Figure 1. Floorplan with the power grid.
Pins as bars on the die edge. Tap cells in gray.
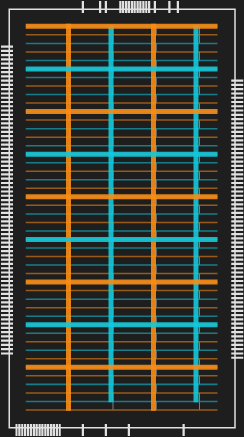
Figure 2. Cells colored by class.
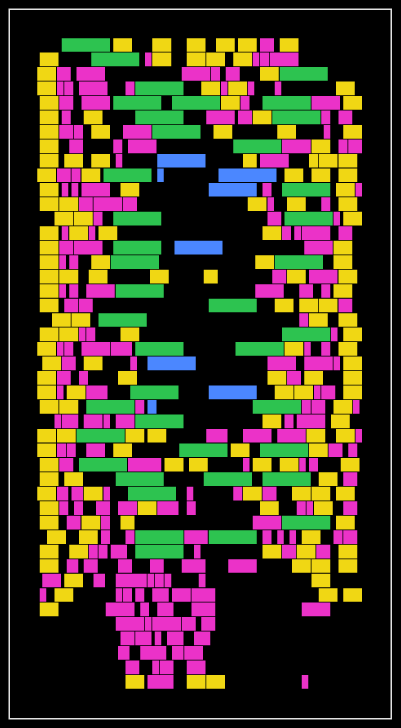
Design regfile_wb_arbiter, sky130hd; sources not shown.
==> Table 3: Implementation characteristics <==
Characteristics after synthesis and place and route

Parameter                              Value

Power
  Power Sequential .................. ~460 µW
  Power consumption .................. around 2800 µW
  Pwr per Cell Area .................. ~650 nW/µm²
  Clock group total power .................. about 280 µW
  Net Switching .................. ~1300 µW
  Internal portion of total power .................. between 1500 and 2000 µW
  Top power group .................. combinational logic
  Switching Share .................. around 45%
  Leakage power of the design .................. 0.00186 µW

Clocking
  Clk slew on worst S/H paths .................. around 60 ps
  TritonCTS clock tree .................. built
  Cts bufs inserted .................. 5
  # H-tree levels .................. 2
  Clk latency late pin .................. roughly 270 ps
  TritonCTS sink count .................. around 40

Worst setup path
  Cell repeated most along the worst path .................. o21ai_2
  Class of the most critical setup path .................. input pin to flop
  Critical Path AT .................. 4800 ps
  Highest net fanout along the worst path .................. 34
  Register-to-Register Setup Slack .................. about 1800 ps
  Endpoint kind of the worst setup timing path .................. flop
  Critical Path Max Stage Delay .................. about 770 ps
  Largest delay share family, worst path .................. AND-OR/OR-AND gates

Routing
  Met3 wire len .................. approximately 1100 µm
  Number of violations reported at the end of detailed-routing iteration 0 .................. around 84
  Tally of nets with antenna violations remaining after routing .................. 0
  Aggregate routed wire length .................. between 8000 and 9000 µm
  Via-per-instance ratio .................. 5.13
  Routed wire per std cell .................. around 16 µm
  Met1 WL .................. 3290 µm
  Remaining DRCs .................. 0

Cells and area
  Final-stage net count .................. between 500 and 600
  Filler cell count in the final layout .................. 661
  Largest register FFs .................. 32
  Post-layout instance count excluding filler cells .................. around 500
  Clkbuf count .................. 6
  Fraction of layout instances using a drive strength above 1 .................. between 10% and 20%
  Largest cell class by area .................. non-clock buffers
  Share of the final layout cell area in multi-input gates .................. between 30% and 40%
  Comb_multi_in .................. about 200
  Count of plain and timing-repair buffers in the layout .................. 159

Floorplanning
  Total number of tap cells .................. around 94
  Die area .................. around 9500 µm²
  Core Density at Floorplan .................. 35.4%

Global route
  Grt total ovfl .................. 0
  Global-route wire length before repair .................. 12700 µm

Timing
  Final critical path time including I/O delays and setup .................. between 4000 and 5000 ps
  RSZ-0062 raised after global routing .................. false
  Slew @ Worst Pin .................. around 890 ps
  Final setup fails .................. 0

Synth
  Mapped Area .................. around 2700 µm²
  YS chip area .................. roughly 2700 µm²
  Fa+ha+maj area frac .................. between 1.5 and 2%
  Number of standard cells after synthesis .................. 263
  Aoi/oai-family share of the synthesized area .................. 23.9%
  Average footprint of a synthesized cell .................. ~10 µm²
  Distinct lib cells used .................. 34
  Dominant comb cell .................. AND-OR/OR-AND gates
  Seq share, synth .................. a little under two fifths
  Leading register cell type out of synthesis .................. dfrtp_1
  Warning count from the yosys run .................. 6
  Post-synthesis cell type with the largest instance count .................. dfrtp_1
  Main area contributors .................. dfrtp_1 38%, mux2_4 16%, a22oi_1 9.1%

Place
  Routability cong. .................. around 0.8
  Number of buffers added on ports .................. between 150 and 200

Min path
  Hold Path Class .................. flop to flop

Outcome
  Result of the run .................. completed
Notes on Figure 1 above:
VSS: drawn in orange. VDD: drawn in cyan.
9 straps on met5. 94 tap cells.
die outline width: 71.5 µm
highest ir drop seen on vdd: 0.000551 V
core region area: 7490 µm²
vertical extent of the die: 133 µm

Notes on Figure 2 above:
remaining buffers and delay cells: drawn in yellow, cells 159, share of their area 37%. sequential cells: drawn in green, cells 40, share of their area 23%. remaining logic cells: drawn in magenta, cells 200, share of their area 36%. clock drivers and dummy loads: drawn in blue, cells 8, share of their area 3.8%.
final core utilization: 58.6%
Finished Cell Area: 4390 µm²
count of standard-cell rows: 45
register share of the cell area: 22.8%

No activity file was given, so power comes from the tool's default toggle rates.
